**src/rtl/gpio_capture_pkg.sv**
```systemverilog
// Shared types and constants for the GPIO frame capture block.
// Holds the capture FSM state encoding and the default frame length.
package gpio_capture_pkg;

   // 390 x 390 image, one byte per pixel
   localparam int FRAME_LEN_DEF = 152100;

   // Width of the per-frame byte counter
   localparam int CNT_W = 18;

   typedef enum logic [1:0] {
      ST_IDLE    = 2'd0,
      ST_CAPTURE = 2'd1,
      ST_DRAIN   = 2'd2,
      ST_DONE    = 2'd3
   } state_e;

endpackage

```
**src/rtl/gpio_fifo.sv**
```systemverilog
// Byte FIFO between the GPIO capture logic and the downstream consumer.
// Ports: clk, rst (sync, active-high), push_i/data_i write side,
//        pop_i/data_o read side, full_o, empty_o, level_o occupancy.
module gpio_fifo
   import gpio_capture_pkg::*;
#(
   parameter int DEPTH = 16,
   parameter int W     = 8
) (
   input  logic                       clk,
   input  logic                       rst,
   input  logic                       push_i,
   input  logic [W-1:0]               data_i,
   input  logic                       pop_i,
   output logic [W-1:0]               data_o,
   output logic                       full_o,
   output logic                       empty_o,
   output logic [$clog2(DEPTH):0]     level_o
);

   localparam int AW = $clog2(DEPTH);
   localparam logic [AW:0] FULL_LVL = (AW+1)'(DEPTH);

   logic [W-1:0]  mem_q [DEPTH];
   logic [AW-1:0] wr_q;
   logic [AW-1:0] rd_q;
   logic [AW:0]   lvl_q;
   logic          do_push;
   logic          do_pop;

   assign empty_o = (lvl_q == '0);
   assign full_o  = (lvl_q == FULL_LVL);
   assign level_o = lvl_q;

   // A pop frees the head slot in the same cycle, so a full FIFO
   // can still take a write when it is also being read.
   assign do_pop  = pop_i & ~empty_o;
   assign do_push = push_i & (~full_o | do_pop);

   // Forced to zero when empty so the output is defined out of reset
   assign data_o = empty_o ? '0 : mem_q[rd_q];

   always_ff @(posedge clk) begin
      if (do_push) begin
         mem_q[wr_q] <= data_i;
      end
   end

   // Pointers wrap naturally since DEPTH is a power of two
   always_ff @(posedge clk) begin
      if (rst) begin
         wr_q  <= '0;
         rd_q  <= '0;
         lvl_q <= '0;
      end else begin
         if (do_push) wr_q <= wr_q + 1'b1;
         if (do_pop)  rd_q <= rd_q + 1'b1;
         unique case ({do_push, do_pop})
            2'b10:   lvl_q <= lvl_q + 1'b1;
            2'b01:   lvl_q <= lvl_q - 1'b1;
            default: lvl_q <= lvl_q;
         endcase
      end
   end

endmodule

```
**src/rtl/gpio_capture.sv**
```systemverilog
// Captures bytes strobed by a processor over GPIO into a frame FIFO.
// Ports: clk, rst; gpio_i/gpio_en_i strobe input; arm_i frame start;
//        m_data_o/m_valid_o/m_ready_i stream out; count_o, done_o, overflow_o.
module gpio_capture
   import gpio_capture_pkg::*;
#(
   parameter int FRAME_LEN = FRAME_LEN_DEF,
   parameter int DEPTH     = 16
) (
   input  logic             clk,
   input  logic             rst,
   input  logic [7:0]       gpio_i,
   input  logic             gpio_en_i,
   input  logic             arm_i,
   output logic [7:0]       m_data_o,
   output logic             m_valid_o,
   input  logic             m_ready_i,
   output logic [CNT_W-1:0] count_o,
   output logic             done_o,
   output logic             overflow_o
);

   localparam int AW = $clog2(DEPTH);
   localparam logic [CNT_W-1:0] LAST_CNT = CNT_W'(FRAME_LEN - 1);
   localparam logic [CNT_W-1:0] FULL_CNT = CNT_W'(FRAME_LEN);
   localparam logic [AW:0]      ONE_LVL  = (AW+1)'(1);

   state_e           state_q;
   state_e           state_d;
   logic [7:0]       gpio_q;
   logic             en_q;
   logic [CNT_W-1:0] count_q;
   logic [CNT_W-1:0] count_d;
   logic             ovf_q;
   logic             ovf_d;

   logic             fall;
   logic             pop;
   logic             push;
   logic             drop;
   logic             arm_ok;
   logic             full;
   logic             empty;
   logic [AW:0]      level;

   // Input registers; en_q resets low so a strobe that falls across
   // reset release is not mistaken for a byte.
   always_ff @(posedge clk) begin
      if (rst) begin
         gpio_q <= '0;
         en_q   <= 1'b0;
      end else begin
         gpio_q <= gpio_i;
         en_q   <= gpio_en_i;
      end
   end

   assign fall   = en_q & ~gpio_en_i;
   assign pop    = ~empty & m_ready_i;
   assign arm_ok = arm_i & ((state_q == ST_IDLE) | (state_q == ST_DONE));
   assign push   = (state_q == ST_CAPTURE) & fall & (~full | pop);
   assign drop   = (state_q == ST_CAPTURE) & fall & full & ~pop;

   // State register
   always_ff @(posedge clk) begin
      if (rst) state_q <= ST_IDLE;
      else     state_q <= state_d;
   end

   // Next-state logic
   always_comb begin
      state_d = state_q;
      unique case (state_q)
         ST_IDLE: begin
            if (arm_ok) state_d = ST_CAPTURE;
         end
         ST_CAPTURE: begin
            if (push && count_q == LAST_CNT) state_d = ST_DRAIN;
         end
         ST_DRAIN: begin
            // No pushes happen here, so a pop at level 1 empties it
            if (empty || (pop && level == ONE_LVL)) state_d = ST_DONE;
         end
         ST_DONE: begin
            if (arm_ok) state_d = ST_CAPTURE;
         end
         default: state_d = ST_IDLE;
      endcase
   end

   // Outputs and frame counters
   always_comb begin
      count_d = count_q;
      ovf_d   = ovf_q;
      done_o  = (state_q == ST_DONE);
      unique case (1'b1)
         arm_ok: begin
            count_d = '0;
            ovf_d   = 1'b0;
         end
         push: begin
            if (count_q != FULL_CNT) count_d = count_q + 1'b1;
         end
         drop: begin
            ovf_d = 1'b1;
         end
         default: ;
      endcase
   end

   always_ff @(posedge clk) begin
      if (rst) begin
         count_q <= '0;
         ovf_q   <= 1'b0;
      end else begin
         count_q <= count_d;
         ovf_q   <= ovf_d;
      end
   end

   gpio_fifo #(
      .DEPTH (DEPTH),
      .W     (8)
   ) u_fifo (
      .clk     (clk),
      .rst     (rst),
      .push_i  (push),
      .data_i  (gpio_q),
      .pop_i   (pop),
      .data_o  (m_data_o),
      .full_o  (full),
      .empty_o (empty),
      .level_o (level)
   );

   assign m_valid_o  = ~empty;
   assign count_o    = count_q;
   assign overflow_o = ovf_q;

endmodule
```
**config.mk**
```make
export PLATFORM = sky130hd
export DESIGN_NAME = gpio_capture
export DESIGN_NICKNAME = d
export VERILOG_FILES = /design/src/rtl/gpio_capture_pkg.sv /design/src/rtl/gpio_fifo.sv /design/src/rtl/gpio_capture.sv
export SDC_FILE = /design/constraint.sdc
export NUM_CORES = 1
export LEC_CHECK = 0
export CAP_MARGIN = 20
export CORE_ASPECT_RATIO = 1.1
export CORE_UTILIZATION = 53
export DETAILED_ROUTE_END_ITERATION = 10
export PLACE_DENSITY = 0.75
export SKIP_LAST_GASP = 1
export SLEW_MARGIN = 40
export SYNTH_ARGS = -nofsm -noshare
export SYNTH_HDL_FRONTEND = slang
export SYNTH_SLANG_ARGS = --single-unit
```
**constraint.sdc**
```tcl
create_clock -name clk -period 2.3 [get_ports clk]
set_input_delay 0.23 -clock clk [delete_from_list [all_inputs] [get_ports clk]]
set_output_delay 0.23 -clock clk [all_outputs]
set_load 0.1 [all_outputs]
```
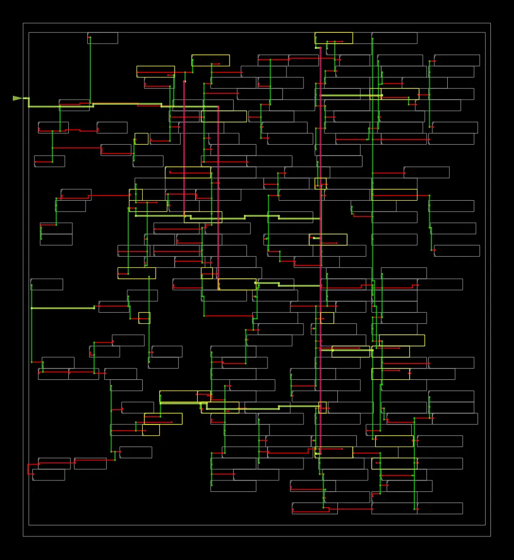
Figure 1: run 1, the clock network.
number of clock sinks seen by CTS: 175
# clk buffers: 17
clk ins delay skew pair: 0.43 ns
clock buffer count from CTS: 17

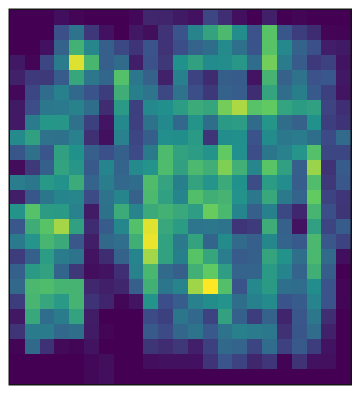
Figure 2: run 1, wire density map.
(3 px per micron) 23 x 25 tiles, from dark purple (low) to yellow (high), scaled to the fullest tile. Values are wire area over tile area, all layers added.
tiles over half the peak: 24%
mean over tiles: 0.17
fullest tile: 0.52
nearly empty tiles: 12%
densest ninth of the die: centre

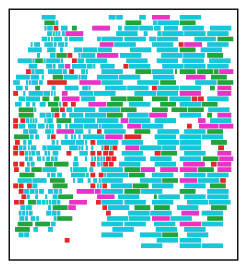
Figure 3: run 1, cell sizes after repair.
(2 px per micron)
[drive 1 or less] cyan | cells: 366 | share: 67% | most used: edfxtp_1
[drive 6 and up] magenta | cells: 43 | share: 7.9% | most used: clkbuf_16
[drive 2] green | cells: 72 | share: 13% | most used: mux4_2
[drive 3 to 4] red | cells: 62 | share: 11% | most used: buf_4

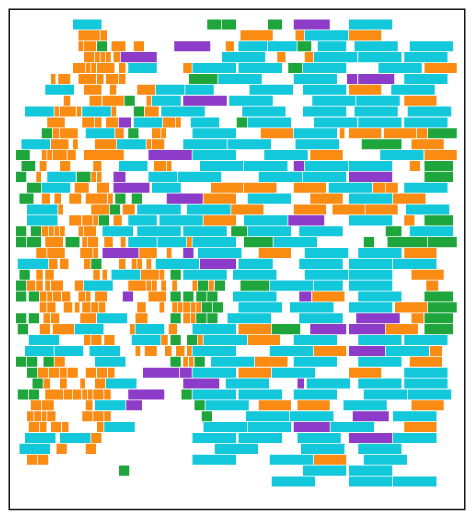
Figure 4: run 1, placement by cell class.
(4 px per micron)
[clock drivers and dummy loads] purple | cells: 32
[flip-flops] cyan | cells: 175
[other buffers and delay cells] green | cells: 79
[all other logic] orange | cells: 257

run 1: path summary, 6_finish.rpt:
check	startpoint	to	cells after the start
setup / recovery	flip-flop	m_data_o[7]	6
hold / removal	gpio_i[2]	gpio_q[2]	2
setup reg to reg	state_q[0]	state_q[1]	8
hold reg to reg	overflow_o	overflow_o	2
run 1: flip-flops by register name, indices dropped and copies added (netlist names), named ones only:
signal	count
u_fifo.rd_q	4
u_fifo.mem_q	128
u_fifo.level_o	5
state_q	2
gpio_q	8
u_fifo.wr_q	4
count_o	18
overflow_o	1
en_q	1
run 1: critical path, stage by stage, from the launching register on:
cell and delay (ns):
sky130_fd_sc_hd__dfxtp_4 0.38, sky130_fd_sc_hd__buf_12 0.12, sky130_fd_sc_hd__buf_12 0.13, sky130_fd_sc_hd__mux4_2 0.50, sky130_fd_sc_hd__mux4_2 0.52, sky130_fd_sc_hd__and2_4 0.18
sky130_fd_sc_hd__buf_12 0.16
run 1: synth_stat cells, drive strengths merged, types with 2 or more instances:
library cell and n:
or3 5, dfxtp 47, nand2b 3, o21a 4, xor2 7, mux2i 2
ha 15, nand3 8, and2 10, and3 3, nor2b 10, nor4b 3
or4 9, nand2 20, nor3 5, inv 14, clkbuf 6, o21ai 5
xnor2 4, edfxtp 128, nor2 31, a21oi 22, buf 16, o41ai 4
mux4 40, o31ai 9, nand4 8, nand4b 2
run 1: per-layer routing:
metal  global-route usage (%)  part of all wire, %  vias up
met5                        0                    0        -
met4                     10.6                  2.9        0
met3                     4.43                  4.7       29
met2                     38.7                   52      136
met1                     29.3                   40     2101
li1                         -                    -     1915
run 1: cells in the final DEF (no fill, tap or decap), drive strengths merged, types with 12 or more instances in the layout:
cell and n:
nand2 20, clkbuf 17, ha 15, dfxtp 47, mux4 40, edfxtp 128, clkdlybuf4s50 12, a21oi 22
inv 18, nor2 31, buf 67
run 1: cell families (layout without fill, tap and decap cells):
| logic type | count (synthesis) | in the layout | share of synthesized area, % |
|---|---|---|---|
| and+or+nand+nor | 122 | 122 | 9.47 |
| buffers and inverters | 37 | 125 | 2.95 |
| AOI/OAI and AO/OA | 52 | 52 | 4.81 |
| adders and majority gates | 15 | 15 | 2.59 |
| xor gates and xnor gates | 11 | 11 | 1.33 |
| DFF | 175 | 175 | 66.0 |
| muxes | 43 | 43 | 12.9 |
run 1: final cells by class:
class                   count  area [sq um]
flip-flops and latches    175          4810
inverters                  14          52.6
clock inverters            15           231
fillers                   885          4410
well taps                 184           230
clock buffers              17           425
repair buffers             79           833
multi-input cells         243          2280
run 1: per-stage QoR:
stage | hold WS [ns] | std cells | power, W | utilization, %
after floorplan | 0.358 | 455 | 0.00482 | -
after global placement | 0.452 | 690 | 0.00533 | 60.9
after detailed placement | 0.463 | 690 | 0.00537 | 60.9
after CTS | 0.346 | 727 | 0.00860 | 66.7
after global routing | 0.358 | 727 | 0.00883 | 66.8
final | 0.365 | 727 | 0.00857 | 66.8
run 1: repair_timing:
item | 4_1_cts | 5_1_grt
resized | 9 | 4
pin swaps | 1 | 0
endpoints found under the setup margin | 9 | 12
cloned | 2 | 0
setup buffers | 3 | 0
==> run summary, run 1 <==
Item: results of the latest flow run.

- The number of cells reported by Yosys stat comes to 455.
- The register-to-register path setup slack is 0.15 ns.
- Endpoints with negative setup slack in the final report add up to 8.
- The number of standard cells after synthesis is 455.
- Power attributed to the clock group is 0.00316 W.
- The final layout reports a setup TNS of -2.64 ns.
- The first detailed-routing pass ran for 5 iterations.
- The element type at the critical path end is an output pin.
- The finished cells cover 0.00886 sq mm.
- The initial antenna violation count is 0.
- The area share of the leading cell type in the synthesized netlist is 53.0%.
- The number of placement rows is 44.
- Summing over every cut layer, the via total after detailed routing is 4181.
- The total congestion overflow is 0.
- The clock slew at the register clock pins of the worst setup and hold paths is 0.06 ns.
- Cells with a size suffix above 1 make up 32.6% of the layout.
- The classification of the worst-slack hold path is in2reg.
- The checks that failed: setup timing.
- The net switching share of the total power is 27.7%.
- Per the placement log, port buffering inserted 41 buffers.
- TritonCTS built the clock tree.
- The count of max-cap constraint violations is 0.
- The worst clock skew is 0.0106 ns.
- The run finished, with violations left.
- The floorplan step set the die width to 114 microns.
- The first-pass GRT wire length is 23.7 mm.
- Dividing the final minimum period by the clock period gives 115%.
- Across all setup checks in the final design, the least slack found is -0.355 ns.
- The placement stage leaves a total instance area of 0.00808 sq mm.
- The remaining antenna violation count after routing is 0.
- In this run, the number of DRC markers left after iteration 0 of detailed routing was 298.
- The remaining max-slew budget at the tightest pin is 61.6%.
- Detailed placement ended at an HPWL of 9.36 mm.
- The final weighted congestion in routability-driven placement is 0.839.
- The data arrival time of the worst path is 2.43 ns.
- In this run the cell area of the synthesized design comes to 0.00725 sq mm.
- The critical path maximum fanout is 8.
- The total die size is 0.0142 sq mm.
- Entering global routing, the biggest net connects 33 pins.
==> run 2, diff against run 1 <==
CORE_ASPECT_RATIO = unset   (was 1.1)
CTS_CLUSTER_SIZE = 24   (was unset)
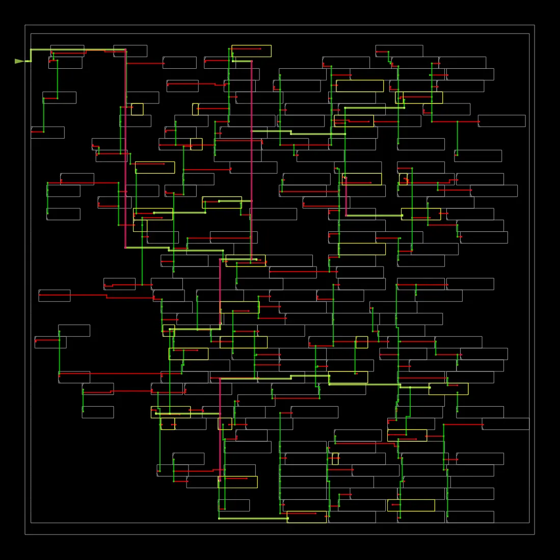
Figure 5: run 2, the clock network.
Post-Route Skew: 0.00734 ns
clock group total power: 0.00299 W
clk ins delay skew pair: 0.42 ns

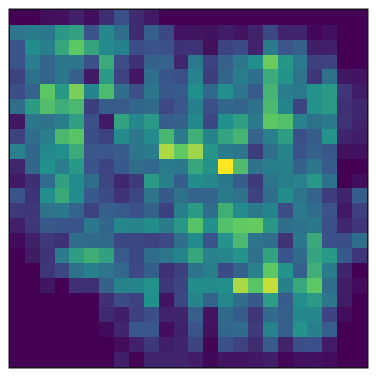
Figure 6: run 2, wire density map.
(3 px per micron) 24 x 24 tiles, from dark purple (low) to yellow (high), scaled to the fullest tile. Values are wire area over tile area, all layers added.
mean over tiles: 0.16
densest ninth of the die: centre
nearly empty tiles: 13%
emptiest ninth of the die: lower left

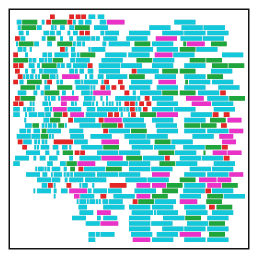
Figure 7: run 2, cell sizes after repair.
(2 px per micron)
[drive 2] green | cells: 69 | share: 13% | most used: mux4_2
[drive 1 or less] cyan | cells: 369 | share: 68% | most used: edfxtp_1
[drive 6 and up] magenta | cells: 39 | share: 7.2% | most used: clkbuf_16
[drive 3 to 4] red | cells: 63 | share: 12% | most used: buf_4

==> run summary, run 2 <==
Item: results of the latest flow run.

- Result of the run: complete, but fails checks (unchanged).
- Violations in the final reports: setup timing (unchanged).
- The global-route track usage on met1 is 28.5% (was 29.3%).
- The classification of the worst-slack hold path is in2reg (unchanged).
- The first-pass GRT wire length is 23.4 mm (was 23.7 mm).
- The remaining antenna violation count after routing is 0 (unchanged).
- Most numerous cell types in the synthesized netlist: sky130_fd_sc_hd__edfxtp_1, sky130_fd_sc_hd__dfxtp_1, sky130_fd_sc_hd__mux4_2 (unchanged).
- The initial antenna violation count is 0 (unchanged).
- The total congestion overflow is 0 (unchanged).
- The worst hold slack across all endpoints is 0.358 ns (was 0.365 ns).
- The register-to-register path setup slack is 0.17 ns (was 0.15 ns).
- The largest register by flop count is u_fifo.mem_q (unchanged).
- The clock sink count is 175 (unchanged).
- The most instantiated library cell after synthesis is sky130_fd_sc_hd__edfxtp_1 (unchanged).
- The final setup slack of the worst path is -0.312 ns (was -0.355 ns).
- The largest net degree at the start of global routing came to 33 (unchanged).
- Chain of cells forming the critical path: buf_12, mux4_2, mux4_2, and2_4, buf_12 (was buf_12, buf_12, mux4_2, mux4_2, and2_4, buf_12).
- The period utilization is 114% (was 115%).
- The peak per-stage delay on the critical path is 0.53 ns (was 0.52 ns).
- The cell area after placement is 0.00811 sq mm (was 0.00808 sq mm).
- The summed area of non-filler cells in the final layout came to 0.00879 sq mm (was 0.00886 sq mm).
- The count of max-cap constraint violations came to 0 (unchanged).
- The remaining max-slew budget at the tightest pin was 64.5% (was 61.6%).
- The x dimension of the die is 119 microns (was 114 microns).
- The combined flip-flop and latch cell area is 0.00481 sq mm (unchanged).
- The number of flip-flops under the largest register name was 128 (unchanged).
- The combinational gate area is 0.00228 sq mm (about the same).
- The total stage count of the critical path came to 5 (was 6).
- The number of detailed-routing iterations run before antenna repair was 5 (unchanged).
- The detailed placement HPWL is 9.44 mm (was 9.36 mm).
- The cell type of the slowest stage on the worst timing path is sky130_fd_sc_hd__mux4_2 (unchanged).
- The total setup violations reported at the end of the flow is 8 (unchanged).
- The family of cells with the greatest summed delay on the critical path is multiplexers (unchanged).
- The final weighted congestion in routability-driven placement is 0.812 (was 0.839).
- The area share of the leading cell type in the synthesized netlist is 53.0% (unchanged).
- The layout filler cell count is 898 (was 885).
- The total number of vias is 4187 (was 4181).
- The data arrival time of the worst path is 2.38 ns (was 2.43 ns).
- The element type at the critical path end is an output pin (unchanged).
- The most used routing layer is met2 (unchanged).
- The highest net fanout along the worst path was 8 (unchanged).
- The total die size is 0.0142 sq mm (about the same).
- The cell count listed in synth_stat.txt was 455 (unchanged).
- The number of standard cells after synthesis is 455 (unchanged).
- The clock slew at the register clock pins of the worst setup and hold paths is 0.06 ns (about the same).
- The post-CTS setup-driven buffer insertion count is 0 (was 3).
- The number of storage elements in the synthesis netlist is 175 (unchanged).
- The share of post-route cells with drive strength above 1 is 31.7% (was 32.6%).
- The post-synthesis instance area is 0.00725 sq mm (unchanged).
==> run 2: netlist changes by cell type in the layout (fill, tap and decap cells not counted), sizes merged <==
cell	delta
clkbuf	+2
inv	-2
clkinv	+1
bufinv	-1
buf	-3
==> run 2: worst paths after layout <==
check / endpoint / start
hold reg to reg: overflow_o / overflow_o
setup reg to reg: u_fifo.level_o[2] / u_fifo.level_o[1]
setup / recovery: m_data_o[6] / flip-flop
hold / removal: gpio_q[4] / gpio_i[4]
==> run 2: final cells by class <==
cell class,count,share of cell area [%]
clock inverters,13,2.12
clock buffers,19,4.93
inverters,14,0.598
repair buffers,76,9.20
multi-input cells,243,26.0
flip-flops and latches,175,54.7
well taps,176,2.51
==> run 2: cell families after synthesis <==
logic type      share of synthesized area, %
simple gates                            9.47
xor+xnor                                1.33
compound gates                          4.81
mux                                     12.9
buf+inv                                 2.95
flops                                   66.0
fa+ha+maj                               2.59
==> run 2: per-stage QoR <==
stage          TNS (ns)  instances  util (%)
3_3_place_gp          0        683      61.0
6_report          -2.39        716      66.1
3_5_place_dp          0        683      61.0
2_1_floorplan  -0.00223        455         -
5_1_grt           -2.84        716      66.1
4_1_cts           -2.58        716      66.0
==> run 2: metal layers <==
metal	share of wire, %	wire length, microns	vias up
met5	0	0	-
met4	1.5	219	0
met3	5.3	766	20
met2	52	7450	137
met1	42	6010	2115
li1	-	-	1915
==> run 2: timing repair <==
| action | in CTS | in global routing |
|---|---|---|
| gates cloned | 1 | 0 |
| pin swaps | 0 | 0 |
| endpoints found under the setup margin | 8 | 12 |
| resized | 13 | 2 |
==> run 2: worst register-to-register path, cell delays in order (launching register included) <==
cell and delay (ns):
sky130_fd_sc_hd__dfxtp_1 0.33, sky130_fd_sc_hd__inv_1 0.12, sky130_fd_sc_hd__ha_1 0.25, sky130_fd_sc_hd__nand4bb_4 0.14
sky130_fd_sc_hd__o21a_2 0.23, sky130_fd_sc_hd__inv_1 0.09, sky130_fd_sc_hd__ha_2 0.25, sky130_fd_sc_hd__mux2i_1 0.11
sky130_fd_sc_hd__or3_2 0.41, sky130_fd_sc_hd__a21oi_1 0.14
==> run 2: power groups by stage <==
stage                     registers [W]  logic [W]  clock network (W)
after floorplan                 0.00356    0.00126                  0
after global placement          0.00358    0.00177                  0
after detailed placement        0.00359    0.00181                  0
after CTS                       0.00353    0.00188            0.00304
after global routing            0.00354    0.00197            0.00318
final                           0.00353    0.00187            0.00299
Power is estimated from default activity; no workload was simulated.
